===== config.mk =====
export PLATFORM = sky130hd
export DESIGN_NAME = mbrtu_rx_framer
export DESIGN_NICKNAME = d
export VERILOG_FILES = /design/src/rtl/mbrtu_rx_framer.sv
export SDC_FILE = /design/constraint.sdc
export NUM_CORES = 2
export LEC_CHECK = 0
export CORE_MARGIN = 2
export CORE_UTILIZATION = 50
export DETAILED_ROUTE_END_ITERATION = 10
export HOLD_SLACK_MARGIN = 0.03
export PLACE_DENSITY = 0.66
export SYNTH_ARGS = -nofsm -noshare
export SYNTH_HDL_FRONTEND = slang
export SYNTH_SLANG_ARGS = --single-unit
export TNS_END_PERCENT = 10

===== constraint.sdc =====
create_clock -name clk -period 6.9 [get_ports clk]
set_input_delay 2.07 -clock clk [delete_from_list [all_inputs] [get_ports clk]]
set_output_delay 2.07 -clock clk [all_outputs]
set_load 0.005 [all_outputs]

===== src/rtl/mbrtu_rx_framer.sv =====
// mbrtu_rx_framer: Modbus RTU receive framer with T3.5 frame delimiting, byte buffer and CRC-16 check.
// Define MBRTU_T15_CHECK_EN to reject frames containing an inter-character gap of T1.5 or more.
module mbrtu_rx_framer #(
  parameter int ADDR_W    = 8,
  parameter int BUF_DEPTH = 256
) (
  input  logic              clk,
  input  logic              rst_n,
  input  logic              inRxEnable,
  input  logic              inRxValid,
  input  logic [7:0]        inRxByte,
  input  logic              inRxErr,
  input  logic [23:0]       inT35Ticks,
  input  logic [23:0]       inT15Ticks,
  input  logic [ADDR_W-1:0] inRdAddr,
  output logic [7:0]        outRdData,
  output logic              outFrameValid,
  output logic [ADDR_W:0]   outFrameLen,
  input  logic              inFrameAck,
  output logic              outCrcErr,
  output logic              outOverrun,
  output logic              outBusy
);
  typedef enum logic [2:0] {INIT, IDLE, RCV, CHECK, READY} state_t;
  localparam logic [ADDR_W:0] DEPTH = BUF_DEPTH[ADDR_W:0];
  state_t state, state_n;
  logic [7:0] mem [BUF_DEPTH];
  logic [23:0] cnt, t35;
  logic [15:0] crc;
  logic [ADDR_W:0] len;
  logic [ADDR_W-1:0] waddr;
  logic err, timeout, room, good, gap_err, wr;

  function automatic logic [15:0] crc_upd(input logic [15:0] c, input logic [7:0] b);
    logic [15:0] r;
    r = c ^ {8'h00, b};
    for (int i = 0; i < 8; i++) r = r[0] ? ((r >> 1) ^ 16'hA001) : (r >> 1);
    return r;
  endfunction

  assign t35     = (inT35Ticks == 24'd0) ? 24'd1 : inT35Ticks;
  // A byte in the same cycle as the timeout wins
  assign timeout = !inRxValid && (cnt == t35);
  assign room    = len < DEPTH;
  assign good    = (len >= (ADDR_W+1)'(4)) && (crc == 16'h0000) && !err;
  assign wr      = inRxEnable && inRxValid && (state == IDLE || (state == RCV && room));
  assign waddr   = (state == IDLE) ? '0 : len[ADDR_W-1:0];
  assign outBusy = (state == RCV) || (state == CHECK);
`ifdef MBRTU_T15_CHECK_EN
  assign gap_err = cnt >= ((inT15Ticks == 24'd0) ? 24'd1 : inT15Ticks);
`else
  logic unused_t15;
  assign unused_t15 = ^inT15Ticks;
  assign gap_err    = 1'b0;
`endif

  always_ff @(posedge clk)
    if (wr) mem[waddr] <= inRxByte;

  always_ff @(posedge clk or negedge rst_n)
    if (!rst_n) outRdData <= '0;
    else outRdData <= mem[inRdAddr];

  always_ff @(posedge clk or negedge rst_n)
    if (!rst_n) state <= INIT;
    else state <= state_n;

  always_comb begin
    state_n = state;
    if (!inRxEnable) state_n = INIT;
    else case (state)
      INIT:    state_n = timeout ? IDLE : INIT;
      IDLE:    state_n = inRxValid ? RCV : IDLE;
      RCV:     state_n = timeout ? CHECK : RCV;
      CHECK:   state_n = good ? READY : IDLE;
      READY:   state_n = inFrameAck ? INIT : READY;
      default: state_n = INIT;
    endcase
  end

  always_ff @(posedge clk or negedge rst_n)
    if (!rst_n) begin
      cnt           <= '0;
      crc           <= 16'hFFFF;
      len           <= '0;
      err           <= 1'b0;
      outFrameValid <= 1'b0;
      outFrameLen   <= '0;
      outCrcErr     <= 1'b0;
      outOverrun    <= 1'b0;
    end else begin
      cnt       <= inRxValid ? '0 : (&cnt ? cnt : cnt + 1'b1);
      outCrcErr <= 1'b0;
      if (!inRxEnable) begin
        outFrameValid <= 1'b0;
        len           <= '0;
        crc           <= 16'hFFFF;
        err           <= 1'b0;
      end else case (state)
        IDLE: if (inRxValid) begin
          len <= (ADDR_W+1)'(1);
          crc <= crc_upd(16'hFFFF, inRxByte);
          err <= inRxErr;
        end
        RCV: if (inRxValid) begin
          if (room) begin
            len <= len + 1'b1;
            crc <= crc_upd(crc, inRxByte);
          end else outOverrun <= 1'b1;
          err <= err | inRxErr | !room | gap_err;
        end
        CHECK: if (good) begin
          outFrameValid <= 1'b1;
          outFrameLen   <= len;
        end else outCrcErr <= 1'b1;
        READY: if (inFrameAck) begin
          outFrameValid <= 1'b0;
          outOverrun    <= 1'b0;
        end else if (inRxValid) outOverrun <= 1'b1;
        default: ;
      endcase
    end
endmodule

### Sequential cells colored by netlist name

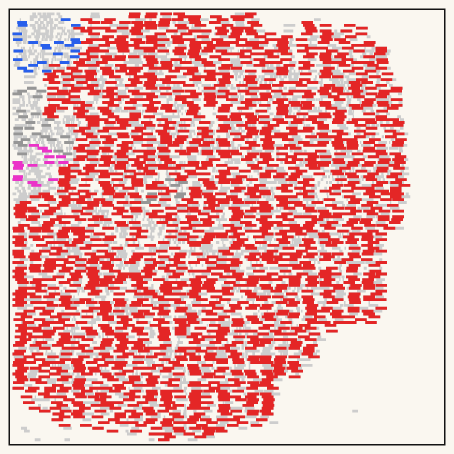
| name in the netlist | color | flops |
|---|---|---|
| `cnt` | blue | 24 |
| `mem` | red | 2048 |
| `crc` | magenta | 16 |
not colored: 33

### Routing congestion map

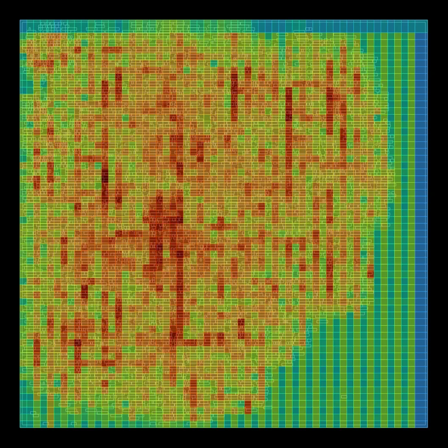
global router's overall resource usage: 23.7%
met2 Track Usage GR: 36.6%

### Power grid

Pins as bars on the die edge. Tap cells in gray.
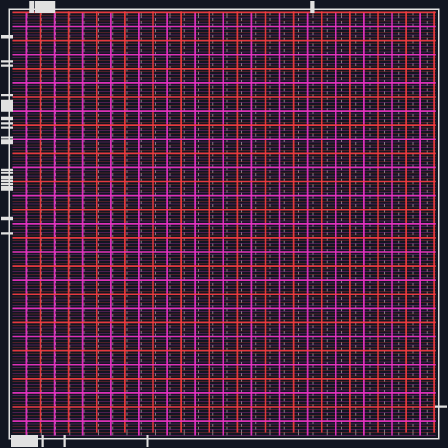
| net | color |
|---|---|
| VSS | magenta |
| VDD | red |
met5 straps: 30
met1 rails: 151

==> results.json <==
{
  "status": "finished, final reports clean",
  "rrSetupSlack_ps": 2860,
  "final.setup.tns_ps": 0,
  "cts_made_buffers": 201,
  "syn_inst": 4252,
  "final_area_um2": 93300,
  "ys_cells": 4252,
  "maxSlewHeadroom_pct": 3.76,
  "post-synth-top-count-cell": "edfxtp_1",
  "cts_sinks": 2121,
  "finalWorstSetupSlack_ps": 1840,
  "synth.distinct_cells": 79,
  "clk_pin_slew_worst_paths_ps": 60,
  "synth_area_per_cell_um2": 19.7,
  "cts_hold_buffers": 0,
  "drtIter0Drc": 5206,
  "ys_ff": 2121,
  "netlist_area_um2": 83700,
  "crit_path_end": "mem[76][1]",
  "yosys_area_um2": 83700,
  "grt_max_degree": 198,
  "worstMarginPinSlew_ps": 1410,
  "r2r_start": "state[0]",
  "top_cells_by_count": "edfxtp_1, mux4_2, nor2_1, mux2i_1, nand2_1",
  "grt_pass1_vias": 42300,
  "vdd_ir_drop_max_uv": 339,
  "async_flop_share_pct": 3.44,
  "layout-area-overhead-vs-synth_pct": 11.5,
  "top_layer_used": "met4",
  "p_leak_nw": 29.3,
  "post_cts_resized": 0,
  "rsz0062_at_grt": "false",
  "fillers": 12500,
  "cts-root-buf": "clkbuf_16",
  "maxCapViolCount": 0,
  "required_ps": 7360,
  "cts_buffer_depth": 3,
  "critPathMaxFanout": 15,
  "nets": 4458,
  "flop_cell": "edfxtp_1",
  "startpoint": "inRxEnable",
  "drt-total-wl_mm": 201,
  "finalClockSkew_ps": 56.5,
  "setup_violations": 0,
  "dp_cells": 6387,
  "num_vias": 42400,
  "synthTopCellsByArea": "edfxtp_1, mux4_2, mux2i_1",
  "hp-class": "reg -> reg",
  "post-route-drc-count": 0,
  "use_met3_pct": 4.27,
  "grt_pass1_wl_mm": 292,
  "reg2reg_depth": 8,
  "grt_antenna_before_repair": 4,
  "busiest_layer": "met2",
  "warning_count": 63,
  "die_w_um": 413,
  "ctsHtreeMaxLevel": 4,
  "met1_usage_pct": 34.5,
  "wl_per_cell_um": 29.7,
  "crit_path_end_kind": "register",
  "place_ws_ps": 1010,
  "fp.dieH_um": 413,
  "num_rows": 150,
  "reg2reg_to": "mem[76][1]",
  "cts_setup_buffers": 0,
  "ant_nets": 0,
  "hold_slack_ps": 510,
  "placeableCoreArea_um2": 167000,
  "p_total_mw": 26.4,
  "drt-vias-per-instance": 6.26,
  "max_freq_ghz": 0.198,
  "holdPathEnd": "outFrameLen[0]",
  "yosysTopAreaCellShare_pct": 73.5,
  "ios": 91
}
### Clock network drawn from the DEF

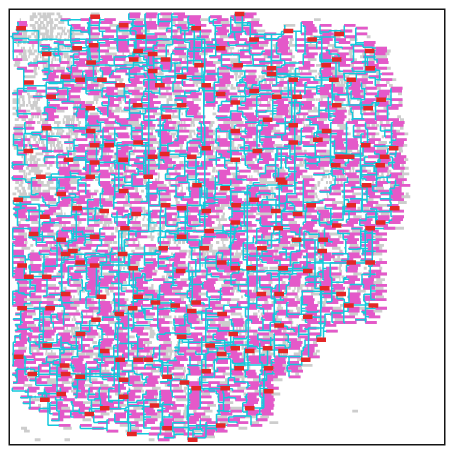
[flip-flops] magenta | count: 2121
[cells driving clock nets] red | count: 201
[clock wires] cyan | length: 22.7 mm
routed clock nets: 202
flops lie: widely spread

### Cells colored by class

Bar = 100 um.
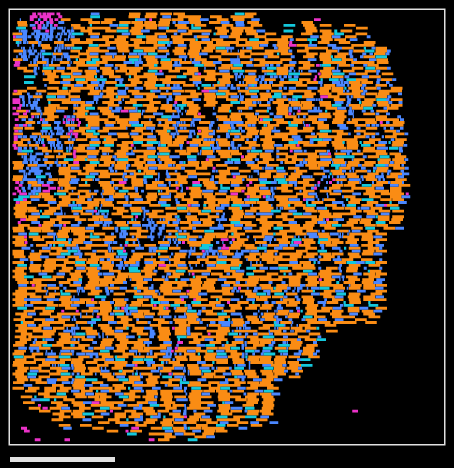
| class | color | cells | share of their area |
|---|---|---|---|
| all other logic | blue | 1877 | 21% |
| clock drivers and dummy loads | cyan | 376 | 7.3% |
| flip-flops | orange | 2121 | 70% |
| other buffers and delay cells | magenta | 185 | 2.0% |

## cell type report
class / count / area, um2 / area share, %
Timing Repair Buffer: 185 / 1790 / 1.92
Clock inverter: 129 / 1390 / 1.49
Tap cell: 2204 / 2760 / 2.96
Inverter: 11 / 41.3 / 0.0443
Clock buffer: 247 / 5220 / 5.60
Multi-Input combinational cell: 1866 / 18700 / 20.1
Sequential cell: 2121 / 63300 / 67.9
## state kept, by name (all words and copies together) (netlist names)
| signal | cells |
|---|---|
| state | 3 |
| cnt | 24 |
| crc | 16 |
| outOverrun | 1 |
| len | 9 |
| mem | 2048 |
| outFrameLen | 9 |
| err | 1 |
| outRdData | 8 |
| outCrcErr | 1 |
| outFrameValid | 1 |
## layout by cell type, fill, tap and decap left out, types with 59 or more instances in the layout
master,count
nand2_1,100
edfxtp_1,2048
clkbuf_16,201
nor2_1,330
a22oi_1,93
mux4_2,382
o221ai_1,59
a21oi_1,78
buf_4,106
mux2i_1,211
## worst max-delay path: stages
cell,delay (ps)
clkdlybuf4s50_1,450
buf_4,200
o2111ai_1,130
buf_4,210
nand2b_1,290
nor3b_2,370
nand2_2,650
buf_4,470
nor2_1,650
## where the power goes
part,internal [mW],switching (mW)
clock,6.21,4.83
combinational,0.442,0.801
sequential,14.1,0.0281
total,20.8,5.66
## cell families (layout without fill, tap and decap cells)
group / count (synthesis) / in the layout / synth area share [%]
simple gates: 658 / 658 / 3.59
flops: 2121 / 2121 / 75.7
fa+ha+maj: 2 / 2 / 0.0299
compound gates: 497 / 497 / 4.29
xor+xnor: 80 / 80 / 0.888
buf+inv: 265 / 572 / 2.02
mux: 629 / 629 / 13.5
Power is estimated from default activity; no workload was simulated.
